### config.mk
export PLATFORM = sky130hd
export DESIGN_NAME = rlo_logic_unit
export DESIGN_NICKNAME = d
export VERILOG_FILES = /design/src/rtl/rlo_logic_unit.sv
export SDC_FILE = /design/constraint.sdc
export NUM_CORES = 1
export LEC_CHECK = 0
export ABC_AREA = 1
export CAP_MARGIN = 30
export CORE_AREA = 5 5 66 68
export DETAILED_ROUTE_END_ITERATION = 16
export DIE_AREA = 0 0 71 73
export GPL_ROUTABILITY_DRIVEN = 1
export HOLD_SLACK_MARGIN = 0.06
export PLACE_DENSITY_LB_ADDON = 0.25
export SYNTH_ARGS = -nofsm -noshare
export SYNTH_HDL_FRONTEND = slang
export SYNTH_SLANG_ARGS = --single-unit
### constraint.sdc
create_clock -name CLK -period 2.9 [get_ports CLK]
set_input_delay 0.435 -clock CLK [delete_from_list [all_inputs] [get_ports CLK]]
set_output_delay 0.435 -clock CLK [all_outputs]
set_load 0.02 [all_outputs]
### src/rtl/rlo_logic_unit.sv
// rlo_logic_unit: bit-logic unit feeding the RLO register's logic-unit-result input.
// Combines RLO with a single-bit operand (A/AN/O/ON/X/XN/NOT) and supports
// parenthesised nesting through a small stack of {RLO, FC, type} entries.
// Optional feature macro: RLO_LU_FC_EN
//   defined   -> first-check (FC) load semantics
//   undefined -> FC forced to 1: every logic op and every pop combines with RLO
module rlo_logic_unit #(
    parameter int unsigned STACK_DEPTH = 7,
    parameter int unsigned DEPTH_W     = 3
) (
    input  logic               CLK,
    input  logic               CPU_Reset,
    input  logic               LU_EN,
    input  logic [3:0]         LU_OPCode,
    input  logic               LU_Operand,
    input  logic               RLO,
    output logic               LU_Resoult,
    output logic               LU_Valid,
    output logic [DEPTH_W-1:0] LU_Depth,
    output logic               LU_FC,
    output logic               LU_Overflow,
    output logic               LU_Underflow
);

    localparam logic [DEPTH_W-1:0] MAX_DEPTH = DEPTH_W'(STACK_DEPTH);
    localparam logic [DEPTH_W-1:0] ONE_DEPTH = DEPTH_W'(1);

    // Opcode encodings
    localparam logic [3:0] OP_NOP  = 4'b0000;
    localparam logic [3:0] OP_A    = 4'b0001;
    localparam logic [3:0] OP_AN   = 4'b0010;
    localparam logic [3:0] OP_O    = 4'b0011;
    localparam logic [3:0] OP_ON   = 4'b0100;
    localparam logic [3:0] OP_X    = 4'b0101;
    localparam logic [3:0] OP_XN   = 4'b0110;
    localparam logic [3:0] OP_NOT  = 4'b0111;
    localparam logic [3:0] OP_APSH = 4'b1000;
    localparam logic [3:0] OP_OPSH = 4'b1001;
    localparam logic [3:0] OP_XPSH = 4'b1010;
    localparam logic [3:0] OP_POP  = 4'b1011;
    localparam logic [3:0] OP_CLR  = 4'b1100;

    // Stacked combine type, taken from the low two bits of the push opcode
    localparam logic [1:0] TYP_AND = 2'b00;
    localparam logic [1:0] TYP_OR  = 2'b01;
    localparam logic [1:0] TYP_XOR = 2'b10;

    // Architectural state
    logic               res_q,   res_d;
    logic               valid_q, valid_d;
    logic [DEPTH_W-1:0] depth_q, depth_d;
    logic               fc_q,    fc_d;
    logic               ovf_q,   ovf_d;
    logic               unf_q,   unf_d;

    // Nesting stack (contents need no reset; depth qualifies them)
    logic               stk_rlo [STACK_DEPTH];
    logic               stk_fc  [STACK_DEPTH];
    logic [1:0]         stk_typ [STACK_DEPTH];

    logic               push_c;
    logic [DEPTH_W-1:0] pop_idx;
    logic               top_rlo;
    logic               top_fc;
    logic [1:0]         top_typ;
    logic               fc_eff;
    logic               top_fc_eff;
    logic               pop_comb;

    assign pop_idx = depth_q - ONE_DEPTH;
    assign top_rlo = stk_rlo[pop_idx];
    assign top_fc  = stk_fc[pop_idx];
    assign top_typ = stk_typ[pop_idx];

`ifdef RLO_LU_FC_EN
    assign fc_eff     = fc_q;
    assign top_fc_eff = top_fc;
    assign LU_FC      = fc_q;
`else
    // FC is architecturally forced to 1; the stored bits are kept but never matter
    assign fc_eff     = fc_q | 1'b1;
    assign top_fc_eff = top_fc | 1'b1;
    assign LU_FC      = fc_q | 1'b1;
`endif

    assign LU_Resoult   = res_q;
    assign LU_Valid     = valid_q;
    assign LU_Depth     = depth_q;
    assign LU_Overflow  = ovf_q;
    assign LU_Underflow = unf_q;

    // Combine the popped entry with the current RLO according to its stored type
    always_comb begin
        pop_comb = RLO;
        case (top_typ)
            TYP_AND: pop_comb = top_rlo & RLO;
            TYP_OR:  pop_comb = top_rlo | RLO;
            TYP_XOR: pop_comb = top_rlo ^ RLO;
            default: pop_comb = RLO;
        endcase
        if (!top_fc_eff) begin
            pop_comb = RLO;
        end
    end

    // Next-state decode of the current opcode
    always_comb begin
        res_d   = res_q;
        valid_d = 1'b0;
        depth_d = depth_q;
        fc_d    = fc_q;
        ovf_d   = ovf_q;
        unf_d   = unf_q;
        push_c  = 1'b0;
        if (LU_EN) begin
            case (LU_OPCode)
                OP_NOP: begin
                end
                OP_A, OP_AN: begin
                    res_d   = fc_eff ? (RLO & (LU_Operand ^ (LU_OPCode == OP_AN)))
                                     : (LU_Operand ^ (LU_OPCode == OP_AN));
                    fc_d    = 1'b1;
                    valid_d = 1'b1;
                end
                OP_O, OP_ON: begin
                    res_d   = fc_eff ? (RLO | (LU_Operand ^ (LU_OPCode == OP_ON)))
                                     : (LU_Operand ^ (LU_OPCode == OP_ON));
                    fc_d    = 1'b1;
                    valid_d = 1'b1;
                end
                OP_X, OP_XN: begin
                    res_d   = fc_eff ? (RLO ^ (LU_Operand ^ (LU_OPCode == OP_XN)))
                                     : (LU_Operand ^ (LU_OPCode == OP_XN));
                    fc_d    = 1'b1;
                    valid_d = 1'b1;
                end
                OP_NOT: begin
                    res_d   = ~RLO;
                    valid_d = 1'b1;
                end
                OP_APSH, OP_OPSH, OP_XPSH: begin
                    if (depth_q < MAX_DEPTH) begin
                        push_c  = 1'b1;
                        depth_d = depth_q + ONE_DEPTH;
                        fc_d    = 1'b0;
                    end else begin
                        ovf_d = 1'b1;
                    end
                end
                OP_POP: begin
                    if (depth_q != '0) begin
                        depth_d = pop_idx;
                        res_d   = pop_comb;
                        fc_d    = 1'b1;
                        valid_d = 1'b1;
                    end else begin
                        unf_d = 1'b1;
                    end
                end
                OP_CLR: begin
                    depth_d = '0;
                    fc_d    = 1'b0;
                    ovf_d   = 1'b0;
                    unf_d   = 1'b0;
                end
                default: begin
                end
            endcase
        end
    end

    // State register with asynchronous active-high reset
    always_ff @(posedge CLK or posedge CPU_Reset) begin
        if (CPU_Reset) begin
            res_q   <= 1'b0;
            valid_q <= 1'b0;
            depth_q <= '0;
            fc_q    <= 1'b0;
            ovf_q   <= 1'b0;
            unf_q   <= 1'b0;
        end else begin
            res_q   <= res_d;
            valid_q <= valid_d;
            depth_q <= depth_d;
            fc_q    <= fc_d;
            ovf_q   <= ovf_d;
            unf_q   <= unf_d;
        end
    end

    // Stack write on a successful push
    always_ff @(posedge CLK) begin
        if (push_c) begin
            stk_rlo[depth_q] <= RLO;
            stk_fc[depth_q]  <= fc_q;
            stk_typ[depth_q] <= LU_OPCode[1:0];
        end
    end

endmodule

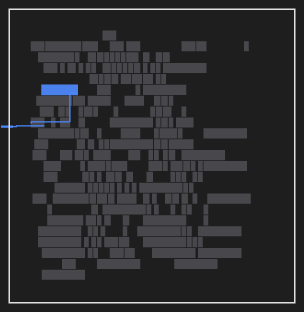
*I/O nets highlighted*
Scale: 4 px per micron.
legend:
  LU_Underflow:
    color: blue
    direction: output
    end_cells: 1
    wire: 27.2 microns
io pins: 17
PortBufs: 15

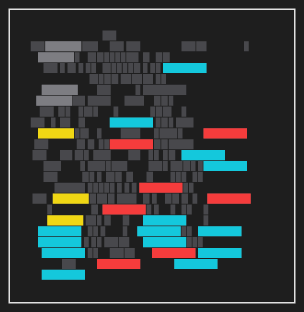
*Sequential cells grouped by signal name*
Scale: 4 px per micron. Other sequential cells in the stronger gray, the rest of the logic in the fainter gray.
legend:
  LU_Depth:
    color: yellow
    flops: 3
  stk_typ:
    color: cyan
    flops: 14
  stk_rlo:
    color: red
    flops: 7
not colored: 4
sequential standard cell area: 806 sq um
Core Util, Final: 0.503

==> out/results.tsv <==
metric	value	unit
status	complete, no violations	
HP Class	in2async	
Multiplexer share	0	
Post-Syn Area	0.00162	sq mm
Tapcells	50	
Unique masters post-synth	36	
final setup skew	0.00104	ns
Dominant comb cell	simple AND/OR/NAND/NOR gates	
largest fanout on the critical path	9	
DR iter-0 viols	70	
yosys adder share	0.0387	
syn_nets	197	
final hold vios	0	
max-slew violation count	0	
clk buf depth	2	
fmax	400	MHz
top cell category	registers	
Worst setup EP type	flip-flop	
synthesized area per cell	8.84	sq um
Top FF cell, synth	edfxtp_1	
cell row count	23	
pre-placement core utilization	0.426	
simple share	0.262	
CTS buffer count	3	
Comb gates	122	
total track usage	0.145	
non-clk buf share	0.0944	
dpl cells	248	
reg2reg end	LU_Resoult	
crit start category	flip-flop	
XOR/XNOR Area Share	0.0108	
# resized after CTS	0	
grt met2 use	0.264	
number of enable flip-flop cells	21	
Layout Cells excl Fill	252	
most used cell, CP	inv_1	
clk pwr	0.306	mW
cycle use final	0.862	
synth warn	0	
Sw Pwr	0.668	mW
Registers, synthesis	28	
RSZ-0062 raised after global routing	no	
LEAKAGE	0.802	nW
vias in the first global route	1217	
most common cell in the netlist	nand2_1	
Routed WL	3.52	mm
DRC Markers	0	
Post-synth area hogs	edfxtp_1, nand2_1, dfrtp_1	
fin nets	217	
CP Data Arrival Time	2.68	ns
Synth async-reset ratio	0.250	
Yosys chip area	0.00162	sq mm
sequential power	0.505	mW
max FFs per register	14	
IR drop worst, VDD	0.000437	V
minimum setup slack among reg-to-reg paths	0.40	ns
Seq share, synth	0.498	
Crit path max-delay family	adder cells	
final worst slack	0.399	ns
Layout area overhead	18.0	%
top-area cell type share of the netlist area	0.390	
met1 GRT Util	0.179	
WL met2	1.83	mm
Filler cells	363	
cells along the critical path	inv_1 > ha_1 > inv_1 > o21ai_0 > o221ai_1 > o21ai_0 > ha_1 > inv_1 > nand3_1 > nand3_1 > nand2_1 > nand2_1 > nand3_1 > nand2_1 > inv_1	
Final Instance Area	0.00191	sq mm
final-layout clock buffer total	3	
WHS	0.377	ns
M3 GR Usage	0.0248	
initial antenna violation count	0	
Hold Buf Count CTS	0	
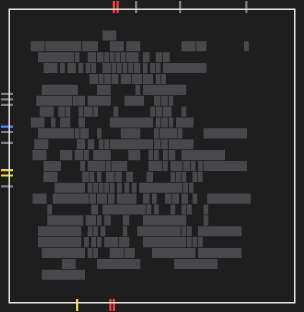
*Pin map*
Scale: 4 px per micron. Pins as bars across the die edge, other pins in gray.
legend:
  LU_Depth:
    color: yellow
    pins: 3
    direction: output
    edge: 2 west, 1 south
  LU_Underflow:
    color: blue
    pins: 1
    direction: output
    edge: west
  LU_OPCode:
    color: red
    pins: 4
    direction: input
    edge: 2 south, 2 north
DIE WIDTH: 71 microns
Die Y-Extent: 73 microns

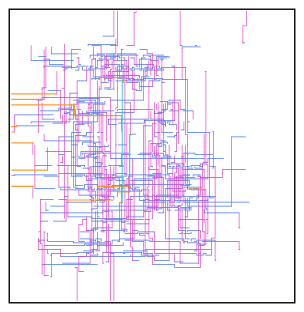
*Wiring by layer*
Scale: 4 px per micron.
legend:
  metal 2:
    color: magenta
    wire_length: 1830 microns
  metal 3:
    color: orange
    wire_length: 108 microns
  metal 4:
    color: cyan
    wire_length: 44.9 microns
  metal 1:
    color: blue
    wire_length: 1540 microns

Power is estimated from default activity; no workload was simulated.
